### src/rtl/pc_pkg.sv
// Shared widths, reset/vector addresses, correction codes and FSM encoding for the PC sequencer.
package pc_pkg;

   localparam int unsigned PC_W = 11;

   localparam logic [PC_W-1:0] RESET_PC = 11'h000;
   localparam logic [PC_W-1:0] ISR_VEC  = 11'h300;

   localparam logic [1:0] CORR_NONE = 2'b00;
   localparam logic [1:0] CORR_CNI  = 2'b10;
   localparam logic [1:0] CORR_PBT  = 2'b11;

   typedef enum logic {
      ST_NORMAL = 1'b0,
      ST_ISR    = 1'b1
   } seq_state_e;

endpackage : pc_pkg

### src/rtl/pc_next_mux.sv
// Next fetch address: fixed-priority select over redirect sources, falling back to sequential fetch.
module pc_next_mux
   import pc_pkg::*;
(
   input  logic [PC_W-1:0] if_pc_i,
   input  logic            if_is_compressed_i,
   input  logic            sel_pbt_i,
   input  logic            sel_cni_i,
   input  logic            sel_jmp_i,
   input  logic            sel_ret_i,
   input  logic            sel_isr_i,
   input  logic            sel_pred_i,
   input  logic [PC_W-1:0] exe_pbt_i,
   input  logic [PC_W-1:0] exe_cni_i,
   input  logic [PC_W-1:0] id_target_i,
   input  logic [PC_W-1:0] saved_pc_i,
   input  logic [PC_W-1:0] if_pbt_i,
   output logic [PC_W-1:0] next_pc_o
);

   logic [PC_W-1:0] inc_c;
   logic [PC_W-1:0] seq_pc_c;

   // Halfword step: 1 for a 16-bit instruction, 2 for a 32-bit one; wraps modulo 2^PC_W.
   always_comb begin
      inc_c    = if_is_compressed_i ? PC_W'(1) : PC_W'(2);
      seq_pc_c = if_pc_i + inc_c;
   end

   // First matching source wins, EXE corrections first.
   always_comb begin
      next_pc_o = seq_pc_c;
      if (sel_pbt_i)       next_pc_o = exe_pbt_i;
      else if (sel_cni_i)  next_pc_o = exe_cni_i;
      else if (sel_jmp_i)  next_pc_o = id_target_i;
      else if (sel_ret_i)  next_pc_o = saved_pc_i;
      else if (sel_isr_i)  next_pc_o = ISR_VEC;
      else if (sel_pred_i) next_pc_o = if_pbt_i;
   end

endmodule : pc_next_mux

### src/rtl/pc_sequencer.sv
// Fetch-side PC unit: owns IF/ID/EXE PCs and valid bits, and sequences ISR entry/return.
module pc_sequencer
   import pc_pkg::*;
(
   input  logic            CLK,
   input  logic            nrst,
   input  logic            stall,
   input  logic            if_is_compressed,
   input  logic            if_prediction,
   input  logic [PC_W-1:0] if_PBT,
   input  logic            id_is_jump,
   input  logic            id_is_btype,
   input  logic            id_jump_in_bht,
   input  logic [PC_W-1:0] id_branchtarget,
   input  logic            id_is_ret,
   input  logic            exe_is_cti,
   input  logic [1:0]      exe_correction,
   input  logic [PC_W-1:0] exe_PBT,
   input  logic [PC_W-1:0] exe_CNI,
   input  logic            jump_flush,
   input  logic            branch_flush,
   input  logic            int_req,
   output logic            int_ack,
   output logic            ISR_running,
   output logic [PC_W-1:0] if_PC,
   output logic [PC_W-1:0] id_PC,
   output logic [PC_W-1:0] exe_PC,
   output logic            id_valid,
   output logic            exe_valid
);

   seq_state_e      state_q, state_d;
   logic [PC_W-1:0] if_pc_q, id_pc_q, exe_pc_q, saved_pc_q;
   logic            id_valid_q, exe_valid_q, int_ack_q;

   logic            corr_pbt_c, corr_cni_c, id_jmp_c, hi_redirect_c;
   logic            irq_clear_c, isr_entry_c, ret_take_c;
   logic            id_valid_d, exe_valid_d;
   logic [PC_W-1:0] next_pc_c;

   // Redirects that outrank an ISR return or entry.
   always_comb begin
      corr_pbt_c    = (exe_correction == CORR_PBT);
      corr_cni_c    = (exe_correction == CORR_CNI);
      id_jmp_c      = id_is_jump & ~id_jump_in_bht;
      hi_redirect_c = corr_pbt_c | corr_cni_c | id_jmp_c;
      // Entry waits until no control transfer is anywhere in ID/EXE, so saved_pc is a clean resume point.
      irq_clear_c   = ~hi_redirect_c & ~id_is_jump & ~id_is_btype & ~exe_is_cti;
   end

   // FSM state register.
   always_ff @(posedge CLK) begin
      if (!nrst) state_q <= ST_NORMAL;
      else       state_q <= state_d;
   end

   // FSM next state: no nesting; a correction alongside the ret keeps us in ISR.
   always_comb begin
      state_d = state_q;
      case (state_q)
         ST_NORMAL: if (!stall && int_req && irq_clear_c)       state_d = ST_ISR;
         ST_ISR:    if (!stall && id_is_ret && !hi_redirect_c)  state_d = ST_NORMAL;
         default:                                               state_d = ST_NORMAL;
      endcase
   end

   // FSM outputs: transition strobes steering the PC mux and pipeline kills.
   always_comb begin
      isr_entry_c = 1'b0;
      ret_take_c  = 1'b0;
      case (state_q)
         ST_NORMAL: isr_entry_c = !stall && int_req && irq_clear_c;
         ST_ISR:    ret_take_c  = !stall && id_is_ret && !hi_redirect_c;
         default:   ;
      endcase
   end

   pc_next_mux u_next_mux (
      .if_pc_i            (if_pc_q),
      .if_is_compressed_i (if_is_compressed),
      .sel_pbt_i          (corr_pbt_c),
      .sel_cni_i          (corr_cni_c),
      .sel_jmp_i          (id_jmp_c),
      .sel_ret_i          (ret_take_c),
      .sel_isr_i          (isr_entry_c),
      .sel_pred_i         (if_prediction),
      .exe_pbt_i          (exe_PBT),
      .exe_cni_i          (exe_CNI),
      .id_target_i        (id_branchtarget),
      .saved_pc_i         (saved_pc_q),
      .if_pbt_i           (if_PBT),
      .next_pc_o          (next_pc_c)
   );

   // Slot kills: any redirect originating at or after IF turns the fetched slot into a bubble.
   always_comb begin
      id_valid_d  = ~(branch_flush | jump_flush | isr_entry_c | ret_take_c);
      exe_valid_d = id_valid_q & ~branch_flush;
   end

   // PC, valid and saved-PC registers; stall freezes everything except the ack pulse.
   always_ff @(posedge CLK) begin
      if (!nrst) begin
         if_pc_q     <= RESET_PC;
         id_pc_q     <= '0;
         exe_pc_q    <= '0;
         id_valid_q  <= 1'b0;
         exe_valid_q <= 1'b0;
         saved_pc_q  <= '0;
         int_ack_q   <= 1'b0;
      end else begin
         int_ack_q <= isr_entry_c;
         if (!stall) begin
            if_pc_q     <= next_pc_c;
            id_pc_q     <= if_pc_q;
            exe_pc_q    <= id_pc_q;
            id_valid_q  <= id_valid_d;
            exe_valid_q <= exe_valid_d;
            if (isr_entry_c) saved_pc_q <= if_pc_q;
         end
      end
   end

   assign if_PC       = if_pc_q;
   assign id_PC       = id_pc_q;
   assign exe_PC      = exe_pc_q;
   assign id_valid    = id_valid_q;
   assign exe_valid   = exe_valid_q;
   assign int_ack     = int_ack_q;
   assign ISR_running = (state_q == ST_ISR);

endmodule : pc_sequencer

### config.mk
export PLATFORM = sky130hd
export DESIGN_NAME = pc_sequencer
export DESIGN_NICKNAME = d
export VERILOG_FILES = /design/src/rtl/pc_pkg.sv /design/src/rtl/pc_next_mux.sv /design/src/rtl/pc_sequencer.sv
export SDC_FILE = /design/constraint.sdc
export NUM_CORES = 1
export LEC_CHECK = 0
export CORE_ASPECT_RATIO = 0.7
export CORE_MARGIN = 2
export CORE_UTILIZATION = 30
export CTS_BUF_LIST = sky130_fd_sc_hd__clkbuf_4 sky130_fd_sc_hd__clkbuf_8
export DETAILED_ROUTE_END_ITERATION = 6
export PLACE_DENSITY = 0.59
export RECOVER_POWER = 50
export SKIP_LAST_GASP = 1
export SYNTH_ARGS = -nofsm -noshare
export SYNTH_HDL_FRONTEND = slang
export SYNTH_SLANG_ARGS = --single-unit
### constraint.sdc
create_clock -name CLK -period 2.3 [get_ports CLK]
set_input_delay 0.46 -clock CLK [delete_from_list [all_inputs] [get_ports CLK]]
set_output_delay 0.46 -clock CLK [all_outputs]
set_load 0.005 [all_outputs]
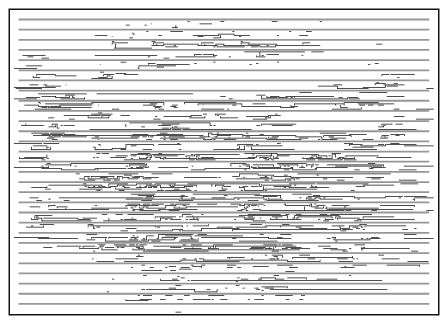
Figure 1: run 1, the metal 1 layer.
Supply wires on this layer in grey.
- share of all routed wire: 45%
- main direction: horizontal
Routed WL: 8380 microns
via total after detailed routing: 2600

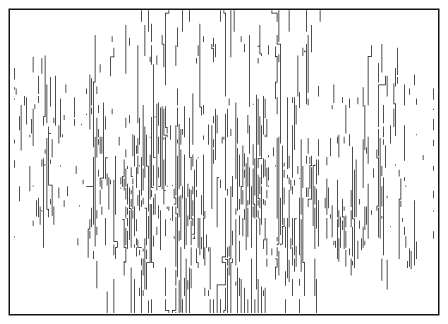
Figure 2: run 1, M2 wires.
- wire length on this layer: 3790 microns
- main direction: vertical
met2 GRT Util: 30.1%

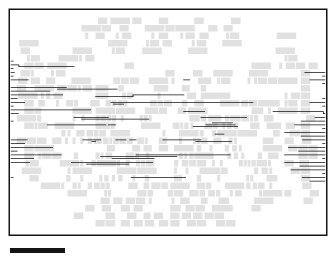
Figure 3: run 1, the metal 3 layer.
Scale bar: 20 microns. Cells faint in the background.
- main direction: horizontal
- share of all routed wire: 9.4%
- longest straight run: 51.5 microns
- nets with wire on the layer: 67
- wire length on this layer: 787 microns
met3 Resource Use GR: 5.09%

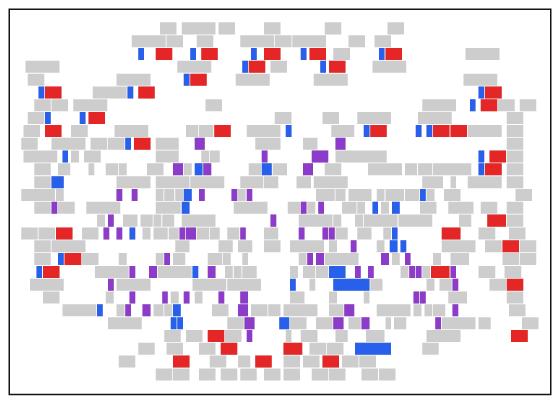
Figure 4: run 1, selected gate families.
- red: mux cells (cells 36; where all over the die)
- blue: nor cells (cells 46; where all over the die)
- purple: nand cells (cells 58)
Commonest Layout Cell: clkdlybuf4s50_1
Final Non-Filler Cells: 506
combinational share of cell area: 39.1%

run 1: kinds of logic after synthesis:
kind of cell / after synthesis
DFF: 48
adders and majority gates: 3
muxes: 36
AOI/OAI and AO/OA: 71
xor gates and xnor gates: 6
buffers and inverters: 26
and+or+nand+nor: 112
run 1: per-stage QoR:
stage | area (sq um) | TNS (ns) | cells
CTS | 3830 | 0 | 506
floorplan | 2570 | 0 | 302
global route | 3830 | 0 | 506
detailed placement | 3730 | -0.883 | 500
global placement | 3730 | -0.454 | 500
finish | 3830 | 0 | 506
run 1: worst max-delay path, delay by kind of cell:
family / cells / cell delay (ns)
buffers and inverters: 1 / 0.50
AND-OR/OR-AND: 2 / 0.39
adder cells (fa/ha/maj): 2 / 0.47
AND/OR/NAND/NOR: 3 / 0.54
run 1: cells in the mapped netlist, types with 3 or more instances:
master,number,area share [%]
dfxtp_1,48,37
nand2_1,40,5.8
nor2_1,34,5.0
mux2i_1,32,12
a21oi_1,26,5.1
o21ai_0,14,2.7
buf_2,12,2.3
clkbuf_1,9,1.3
nand3_1,7,1.4
nand2b_1,6,1.5
nor3_1,6,1.2
xnor2_1,5,1.7
inv_1,4,0.58
mux2_2,4,1.8
o211ai_1,4,1.2
a221oi_1,3,1.0
nand4_1,3,0.73
o2111a_1,3,1.3
run 1: power groups by stage:
| stage | Combinational [mW] | Clock (mW) | Sequential [mW] |
|---|---|---|---|
| final | 0.425 | 0.597 | 0.910 |
| after CTS | 0.430 | 0.626 | 0.910 |
| after detailed placement | 0.428 | 0 | 0.929 |
| after global placement | 0.424 | 0 | 0.929 |
| after floorplan | 0.189 | 0 | 0.915 |
| after global routing | 0.465 | 0.658 | 0.918 |
run 1: cells in the final DEF, fill, tap and decap left out, drive strengths merged, types with 2 or more instances in the layout:
cell,count
mux2,4
a221oi,4
nor3,7
nand2b,6
nor2,36
buf,17
dlygate4sd3,17
a31oi,2
nor4,2
o2111ai,2
or4,2
clkdlybuf4s50,77
inv,4
clkbuf,8
nand4,3
dfxtp,48
xnor2,5
a21oi,27
ha,2
o2111a,3
and3,3
o22ai,2
nand3,9
mux2i,32
o21ai,14
o211ai,4
nand2,40
a311oi,2
run 1: final timing paths:
| check | slack [ns] | to | cells past startpoint | from |
|---|---|---|---|---|
| worst max-delay path | 0.13 | if_PC[8]$_SDFFE_PN0N_ | 8 | if_is_compressed |
| worst min-delay path | 0.46 | saved_pc_q[8]$_SDFFE_PN0P_ | 2 | saved_pc_q[8]$_SDFFE_PN0P_ |
| worst max register to register | 0.44 | if_PC[3]$_SDFFE_PN0N_ | 6 | if_PC[1]$_SDFFE_PN0N_ |
| worst min register to register | 0.46 | saved_pc_q[8]$_SDFFE_PN0P_ | 2 | saved_pc_q[8]$_SDFFE_PN0P_ |
run 1: final cells by class:
cell class / instances / area, sq um / share of cell area, %
tap: 105 / 131 / 3.43
clock inverter: 1 / 30.0 / 0.785
sequential: 48 / 961 / 25.1
multi-input combinational: 228 / 1500 / 39.1
inverter: 5 / 18.8 / 0.491
timing repair buffer: 114 / 1120 / 29.2
clock buffer: 5 / 68.8 / 1.80
==> CHANGELOG.md, run 1 <==
## Flow update

* Most used routing layer: met2
* Synth warn at 0
* Max-cap viol count at 0
* CP Max Fanout at 4
* Switching pwr at approximately 0.51 mW
* H-tree levels at 2
* Per-cell routed wire length at ~17 microns
* Worst Tran Pin Value at just under 1 ns
* Simple Share, Synth at a little over a fifth
* ANT nets after route at 0
* Yosys Chip Area at 2570 sq um
* CTS sink cnt at roughly 48
* Clock power share at between 30 and 40%
* Outcome: finished clean
* Avg Cell Area, Syn at about 8.5 sq um
* DR iter-0 viols at about 140
* PnR worst setup slack at 0.131 ns
* Int Pwr at about 1.4 mW
* Crit path DAT at about 2.4 ns
* Max-slew headroom at about a third
* Clock root buffer: clkbuf_8
* Unrepaired setup endpoints after global routing: no
* Die width at about 110 microns
* Sw Ratio at 26.2%
* DIE AREA at slightly above 9000 sq um
* Synth Area in Adders at under 10%
* Logic pwr share at 22.0%
* Area Overhead vs Synth at 49.0%
* Mapped Nets at around 360
* PortBufs at between 90 and 100
* Overall routing resource usage at 18.4%
* Top Layer Used: met4
* Num CTS Buffers at 5
* CP Class: input pin to register
* Critical Path Sink Type: register
* Setup Viol. Count Final at 0
* Top logic family: simple AND/OR/NAND/NOR gates
* Syn Inst Count at around 300
* ANT cells at 0
* Util after Layout at 45.7%
* Hold Violations, Final at 0
* Clk_lat worst skew at roughly 0.3 ns
* Row count at 28
* Final hold slack at ~0.46 ns
* Deepest clock path buffer count at 2
* MUX area fraction at between 10% and 20%
* GP Congestion at between 0.8 and 0.9
* Met2 wire len at approximately 3800 microns
* Crit-path cells: clkdlybuf4s50_1, ha_2, fa_2, and4_4, nand2_1, and3_1, a2111oi_2, a21boi_1
* HPWL after DPL at between 6000 and 7000 microns
* Hold crit path type: register to register
* AND-OR/OR-AND Cells, Area Fraction at 18.6%
* DRC viols at 0
* Share of flip-flops with an asynchronous set or reset at 0%
* Final worst path period share at 94.3%
* Initial antenna violation count at 0
* Final min period at approximately 2.2 ns
* Seq share, synth at around 37%
* Power Density at 505 nW/um^2
* CTS tree: built
* Met1 usage at approximately a quarter
* I/O pins at roughly 96
* Flop pwr share at between 40% and 50%
* Core area at between 8000 and 9000 sq um
* Flops after synth at between 40 and 50
* Power, Total at 1.93 mW
* Pre-Repair DR Iteration Count at 4
* Tool warning count at 26
* Post-CTS sizing at 0
==> inputs of run 2 (changes only) <==
--- a/config.mk
+++ b/config.mk
@@ -15,4 +15,5 @@
 export SKIP_LAST_GASP = 1
 export SYNTH_ARGS = -nofsm -noshare
 export SYNTH_HDL_FRONTEND = slang
+export SYNTH_HIERARCHICAL = 1
 export SYNTH_SLANG_ARGS = --single-unit
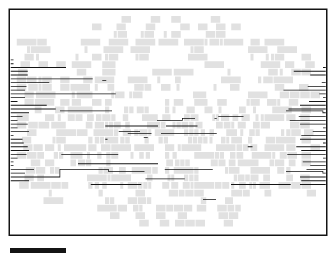
Figure 5: run 2, the metal 3 layer.
Scale bar: 20 microns. Cells faint in the background.
- longest straight run: 37.5 microns
- share of all routed wire: 9.0%
- wire length on this layer: 751 microns
Routed WL: 8380 microns
via total after detailed routing: 2653
met3 Resource Use GR: 4.55%

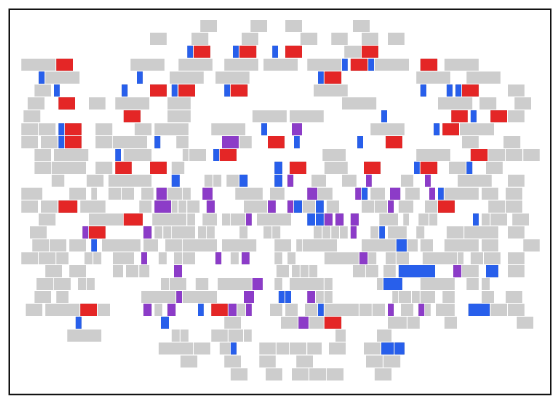
Figure 6: run 2, selected gate families.
- blue: nor cells (cells 55; where all over the die)
- red: mux cells (cells 35)
- purple: nand cells (cells 40; where centre)
Final Non-Filler Cells: 518
combinational share of cell area: 38.5%

==> run 2 against run 1 <==
Hold slack better by 0.026 ns. Clock power is 9.4% lower. Combinational power is 7.1% higher. Non-clock buffer count is 10 higher. Sequential share of layout area is 0.55 points lower. Global-route usage hardly changed. Clock skew is 0.0055 ns lower. Total power is 2.0% lower. Flip-flop count stayed put. Register-to-register slack worse by 0.19 ns. Core utilization is 1.2 points higher. Final area is 2.2% higher.
==> CHANGELOG.md, run 2 <==
## Flow update

* Outcome: finished clean
* Worst Tran Pin Value at around 0.55 ns
* Unrepaired setup endpoints after global routing: no
* Pre-Repair DR Iteration Count at 4
* Worst-case reg-to-reg path depth at 8
* Overall routing resource usage at 18.4%
* GP Congestion at 0.874
* I/O pins at around 96
* CTS tree: built
* DR WL met3 at 751 microns
* Per-cell routed wire length at roughly 16 microns
* Top cells excl fill/tap: clkdlybuf4s50_1, dfxtp_1, nor2_1
* Top Layer Used: met4
* Mapped Nets at between 300 and 400
* Synth cell count leaders: dfxtp_1, nor2_1, mux2i_1, a21oi_1
* Fraction of layout cells with a size suffix above 1 at between 10 and 15%
* Share of flip-flops with an asynchronous set or reset at 0%
* Yosys Chip Area at 2530 sq um
* Worst setup SP type: input pin
* ANT cells at 0
* Post-route setup TNS at 0 ns
* Row count at 28
* Setup Viol. Count Final at 0
* Seq share, synth at a little under two fifths
* Cell area leaders: dfxtp_1, mux2i_1, nor2_1
* R2R setup slack at approximately 0.25 ns
* Reg area at about 960 sq um
* Flops after synth at between 40 and 50
* Hold Violations, Final at 0
* Commonest Layout Cell: clkdlybuf4s50_1
* EDFF count, synth at 0
* Power Density at 484 nW/um^2
* Synth cell types at 49
* Tool warning count at 27
* Initial antenna violation count at 0
* Clock root buffer: clkbuf_8
* Avg Cell Area, Syn at 8.42 sq um
* Fin nets at roughly 470
* CP Class: input pin to register
* Initial core utilization at between 30 and 40%
* DIE AREA at roughly 9000 sq um
* Leakage at 1.58 nW
* Final min period at 2.19 ns
* Final worst path period share at between 90% and 100%
* Largest net degree at the start of global routing at around 48
* Logic area at around 1500 sq um
* Maximum vdd drop at approximately 330 uV
* DR iter-0 viols at ~170
* Hold crit path type: register to register
* Wl on met1 at 4170 microns
* Core area at 8340 sq um
* Count leader, synth: dfxtp_1
* CP Max Fanout at 14
* Synth warn at 6
* Max Clock Freq at 457 MHz
* First-pass GRT wire length at 13300 microns
* Worst-path clk slew at about 0.090 ns
* Crit path DAT at approximately 2.4 ns
* Yosys stat cell total at between 300 and 400
* DP Cell Count at 510
* Die width at 114 microns
* Top FF cell, synth: dfxtp_1
* Area Overhead vs Synth at 54.4%
* H-tree levels at 2
* Max-slew headroom at 63.0%
* Num CTS Buffers at 5
* Cell accounting for the most synthesized area: dfxtp_1
* ANT nets after route at 0
* Deepest clock path buffer count at 2
* Gr ovfl total at 0
* Drt via density at approximately 5.1
* Layout fillers at approximately 840
* Yosys top cell area share at a little under two fifths
* Met2 wire len at 3400 microns
* Syn Inst Count at 301
* Critical Path Sink Type: register
* Worst r2r dst: if_PC[1]$_SDFFE_PN0N_
* Setup crit end: if_PC[10]$_SDFFE_PN0N_
* DRC viols at 0
* Post-synthesis cell area at roughly 2500 sq um
* PortBufs at 95
* Reg-to-reg startpoint: if_PC[0]$_SDFFE_PN0N_
* Placed Area at 3750 sq um
* Die Ht at 80.9 microns
* CP Launch Point: id_is_jump
* Vias in the first global route at 2585
* Max-cap viol count at 0
* HPWL after DPL at 6150 microns
* Fin. max-slew vios at 0
* Post-route cell area at slightly below 4000 sq um
* Power, Total at 1.89 mW
* CP required at between 2 and 2.5 ns
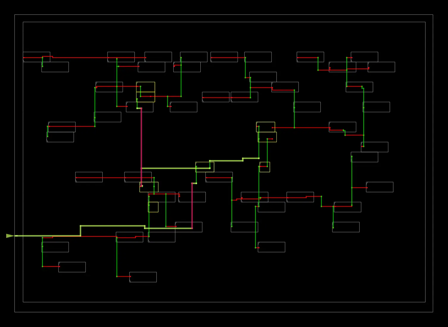
Figure 7: run 2, the clock network.
clk_lat worst skew: 0.30 ns
CTS sink cnt: 48
P_clk: 0.541 mW
clkbuf count: 6
Layout Skew: 0.00295 ns

run 2: cell types whose count changed after synthesis, moves of 5 or more:
cell     before  now
a21oi_1      26   20
nand2_1      40   16
inv_1         4    9
nand3_1       7   15
buf_2        12    5
nor2_1       34   40
o21ai_1       0    9
run 2: logic make-up (layout without fill, tap and decap cells):
family	count (synthesis)	count (layout)	synth area share [%]
and+or+nand+nor	102	102	19.3
buffers and inverters	29	141	5.28
muxes	35	35	13.9
adders and majority gates	3	3	1.78
AOI/OAI and AO/OA	78	78	19.7
xor gates and xnor gates	6	6	2.07
DFF	48	48	37.9
run 2: how the worst min path moves through the flow:
stage | startpoint | to | slack, ns | depth (start not counted)
final | saved_pc_q[9]$_SDFFE_PN0P_ | saved_pc_q[9]$_SDFFE_PN0P_ | 0.49 | 2
after global placement | saved_pc_q[10]$_SDFFE_PN0P_ | saved_pc_q[10]$_SDFFE_PN0P_ | 0.46 | 2
after CTS | saved_pc_q[10]$_SDFFE_PN0P_ | saved_pc_q[10]$_SDFFE_PN0P_ | 0.48 | 2
after detailed placement | saved_pc_q[10]$_SDFFE_PN0P_ | saved_pc_q[10]$_SDFFE_PN0P_ | 0.47 | 2
after global routing | saved_pc_q[2]$_SDFFE_PN0P_ | saved_pc_q[2]$_SDFFE_PN0P_ | 0.52 | 2
after floorplan | saved_pc_q[10]$_SDFFE_PN0P_ | saved_pc_q[10]$_SDFFE_PN0P_ | 0.45 | 2
run 2: layout make-up:
cell class                 count  area share [%]
clock inverter                 2           0.384
inverter                       9           0.864
sequential                    48            24.6
tap                          105            3.36
clock buffer                   6            2.11
timing repair buffer         124            30.2
multi-input combinational    224            38.5
run 2: power breakdown:
part	total [mW]	switching (mW)	internal, mW
clock	0.541	0.297	0.244
sequential	0.897	0.0376	0.860
combinational	0.455	0.192	0.262
run 2: per-stage QoR:
stage	util, %	setup WS (ns)	hold slack (ns)
floorplan	-	0.240	0.454
global placement	44.9	-0.376	0.464
detailed placement	44.9	-0.384	0.471
CTS	46.3	-0.00195	0.485
global route	46.9	0.00263	0.517
finish	46.9	0.112	0.488
run 2: critical path, cell delays in order:
cell and delay, ns:
clkdlybuf4s50_1 0.48, nor2b_1 0.29, buf_4 0.27, nand2b_1 0.16
o22ai_1 0.23, nor2_1 0.09, a22oi_1 0.15, nand2_1 0.07
mux2i_1 0.13, nor2_1 0.05
run 2: repair_timing:
action,4_1_cts,5_1_grt
resized,3,10
setup buffers,0,0
endpoints found under the setup margin,6,9
hold buffers,0,0
pin swaps,0,5
run 2: routing by layer:
| layer | GRT usage, % | up-vias |
|---|---|---|
| met3 | 4.55 | 7 |
| li1 | - | 1309 |
| met2 | 27.5 | 100 |
| met5 | 0 | - |
| met4 | 3.54 | 0 |
| met1 | 26.9 | 1237 |
==> inputs of run 3 (changes only) <==
--- a/config.mk
+++ b/config.mk
@@ -7,10 +7,10 @@
 export LEC_CHECK = 0
 export CORE_ASPECT_RATIO = 0.7
 export CORE_MARGIN = 2
-export CORE_UTILIZATION = 30
+export CORE_UTILIZATION = 46
 export CTS_BUF_LIST = sky130_fd_sc_hd__clkbuf_4 sky130_fd_sc_hd__clkbuf_8
 export DETAILED_ROUTE_END_ITERATION = 6
-export PLACE_DENSITY = 0.59
+export PLACE_DENSITY = 0.84
 export RECOVER_POWER = 50
 export SKIP_LAST_GASP = 1
 export SYNTH_ARGS = -nofsm -noshare
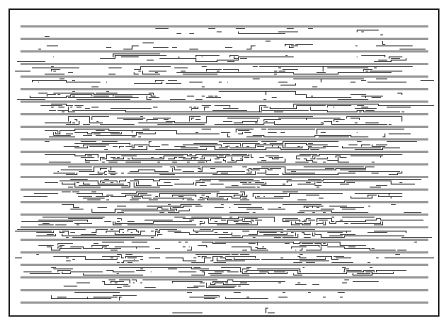
Figure 8: run 3, the metal 1 layer.
Supply wires on this layer in grey.
- nets with wire on the layer: 411
- wire length on this layer: 3560 microns
- share of all routed wire: 45%
- main direction: horizontal
- longest straight run: 33.1 microns
met1 usage: 34.8%
Routed WL: 7860 microns
via total after detailed routing: 2729

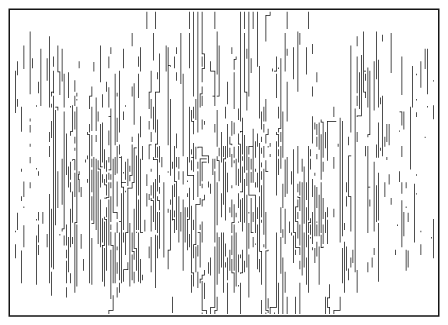
Figure 9: run 3, M2 wires.
- main direction: vertical
- nets with wire on the layer: 400
met2 GRT Util: 44.3%

==> run 3 against run 2 <==
Sequential share of layout area increased by 0.53 points. Wire length decreased by 6.2%. Largest power group unchanged. Die area decreased by 33%. Area after synthesis unchanged. Clock-buffer cell count decreased by 1.
==> CHANGELOG.md, run 3 <==
## Flow update

* R2R setup slack at roughly 0.2 ns
* DR iter-0 viols at 177
* Yosys top cell area share at a little under two fifths
* Per-cell routed wire length at between 15 and 20 microns
* Worst Tran Pin Value at between 0.5 and 0.6 ns
* Met2 wire len at ~3500 microns
* Synth cell types at just under 50
* Yosys stat cell total at between 300 and 400
* CP Class: input pin to register
* EDFF count, synth at 0
* Area Overhead vs Synth at 51.1%
* DR WL met3 at 722 microns
* Worst-case reg-to-reg path depth at 8
* Clock root buffer: clkbuf_8
* Unrepaired setup endpoints after global routing: no
* Final Non-Filler Cells at ~480
* Crit path DAT at around 2.4 ns
* Fin. max-slew vios at 0
* Die Ht at between 60 and 70 microns
* Row count at 22
* CTS sink cnt at between 40 and 50
* HPWL after DPL at 5780 microns
* Deepest clock path buffer count at 2
* Wl on met1 at approximately 3600 microns
* Cell area leaders: dfxtp_1, mux2i_1, nor2_1
* Drt via density at ~5.7
* Pre-CTS setup slack at -0.410 ns
* Count leader, synth: dfxtp_1
* Max-cap viol count at 0
* Syn Inst Count at 301
* Post-route setup TNS at 0 ns
* Share of flip-flops with an asynchronous set or reset at 0%
* Largest net degree at the start of global routing at around 48
* I/O pins at between 90 and 100
* DP Cell Count at between 400 and 500
* ANT nets after route at 0
* Crit-path cells: clkdlybuf4s50_1, buf_4, nor4_4, buf_4, inv_1, o221a_2, o221ai_1, o211ai_1, mux2i_1, nor2_1
* PnR worst setup slack at 0.0832 ns
* CP max-delay cell: clkdlybuf4s50_1
* Final min period at around 2.2 ns
* Critical Path Sink Type: register
* Hold Violations, Final at 0
* H-tree levels at 2
* Pre-Repair DR Iteration Count at 7
* Clk_lat worst skew at ~0.31 ns
* Placed Area at approximately 3700 sq um
* PortBufs at ~95
* Worst r2r dst: if_PC[7]$_SDFFE_PN0N_
* Fraction of layout cells with a size suffix above 1 at approximately an eighth
* Num CTS Buffers at 5
* First-pass GRT wire length at between 10000 and 15000 microns
* ANT cells at 0
* Post-route cell area at approximately 3800 sq um
* Power Density at between 500 and 600 nW/um^2
* Outcome: finished clean
* Initial antenna violation count at 0
* Hold Path Depth at 2
* Core area at between 5000 and 6000 sq um
* Overall routing resource usage at 26.4%
* Top Layer Used: met4
* GP Congestion at 0.867
* Crit-path max cell delay at between 0.4 and 0.5 ns
* Max Clock Freq at between 400 and 500 MHz
* CTS tree: built
* Die width at between 90 and 100 microns
* Reg-to-reg startpoint: if_PC[1]$_SDFFE_PN0N_
* DRC viols at 0
* Top FF cell, synth: dfxtp_1
* Worst-case hold path end point: exe_PC[6]$_SDFFE_PN0N_
* Setup Viol. Count Final at 0
* Mapped Nets at 363
* Final worst path period share at between 90 and 100%
* Commonest Layout Cell: clkdlybuf4s50_1
* Crit-path most repeated cell: buf_4
* Vias in the first global route at approximately 2.6k
* Worst hold start: exe_PC[6]$_SDFFE_PN0N_
* Gr ovfl total at 0
* Layout fillers at 441
* Fin nets at about 470
* Synth cell count leaders: dfxtp_1, nor2_1, mux2i_1, a21oi_1
* Synth warn at 6
* Maximum vdd drop at ~380 uV
* Flops after synth at ~48
* Avg Cell Area, Syn at 8.42 sq um
* CP Max Fanout at 5
* Initial core utilization at between 40% and 50%
* Worst-path clk slew at around 0.090 ns
* Top cells excl fill/tap: clkdlybuf4s50_1, dfxtp_1, nor2_1
* Post-CTS Hold Fix Bufs at 0
* Post-synthesis cell area at roughly 2500 sq um
* Tool warning count at 26
* Yosys Chip Area at 2530 sq um
* CP required at 2.49 ns
* Seq share, synth at between 30 and 40%
* Leakage at approximately 1.6 nW
* Max-slew headroom at 62.0%
* DIE AREA at just over 6000 sq um
* Worst setup SP type: input pin
* Cell accounting for the most synthesized area: dfxtp_1
* Hold crit path type: register to register
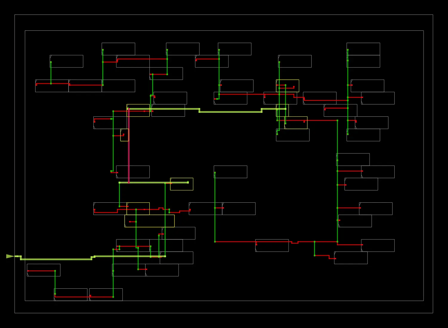
Figure 10: run 3, the clock network.
Layout Skew: 0.00865 ns
clkbuf count: 5
registers: 48

-- run 3: cell counts after synthesis --
No cell type changed its count.
-- run 3: metrics by stage --
step	utilization, %	hold slack, ns	power [mW]
finish	72.4	0.490	1.94
CTS	71.7	0.481	1.95
global placement	69.3	0.461	1.33
global route	72.4	0.517	2.02
detailed placement	69.3	0.468	1.34
floorplan	-	0.454	1.11
-- run 3: area by class of cell --
class	count	area [sq um]	share of cell area (%)
timing repair buffer	122	1160	30.3
multi-input combinational	224	1470	38.5
sequential	48	961	25.1
clock inverter	3	42.5	1.11
tap	72	90.1	2.35
inverter	9	33.8	0.882
clock buffer	5	68.8	1.80
-- run 3: cell families (layout without fill, tap and decap cells) --
logic type / count (synthesis) / in the layout / synth area share [%]
XOR/XNOR: 6 / 6 / 2.07
adder cells (fa/ha/maj): 3 / 3 / 1.78
buffers and inverters: 29 / 139 / 5.28
AND/OR/NAND/NOR: 102 / 102 / 19.3
multiplexers: 35 / 35 / 13.9
AND-OR/OR-AND: 78 / 78 / 19.7
flip-flops: 48 / 48 / 37.9
-- run 3: repair_timing --
action / 4_1_cts / 5_1_grt
setup endpoints to repair: 7 / 2
setup buffers: 0 / 2
cloned: 0 / 0
pin swaps: 2 / 0
gates resized: 5 / 2
-- run 3: how the worst max path moves through the flow --
stage / startpoint / endpoint
after floorplan: if_is_compressed / if_PC[4]$_SDFFE_PN0N_
after global placement: if_is_compressed / if_PC[7]$_SDFFE_PN0N_
after detailed placement: id_is_jump / if_PC[9]$_SDFFE_PN0N_
after CTS: exe_correction[1] / if_PC[8]$_SDFFE_PN0N_
after global routing: id_is_jump / if_PC[7]$_SDFFE_PN0N_
final: exe_correction[1] / if_PC[8]$_SDFFE_PN0N_
-- run 3: worst max-delay path, delay by kind of cell --
family	cells	cell delay [ns]
AOI/OAI and AO/OA	3	0.48
and+or+nand+nor	2	0.39
buffers and inverters	4	0.93
muxes	1	0.14
-- run 3: per-layer routing --
| metal | track usage, % | up-vias |
|---|---|---|
| li1 | - | 1300 |
| met1 | 34.8 | 1273 |
| met2 | 44.3 | 146 |
| met3 | 6.73 | 10 |
| met4 | 5.70 | 0 |
| met5 | 0 | - |
-- run 3: power breakdown --
part           leakage [nW]  total, mW  internal [mW]  switching [mW]
sequential            0.390      0.906          0.859          0.0461
combinational          1.12      0.425          0.247           0.178
clock                0.0541      0.613          0.322           0.291
No activity file was given, so power comes from the tool's default toggle rates.
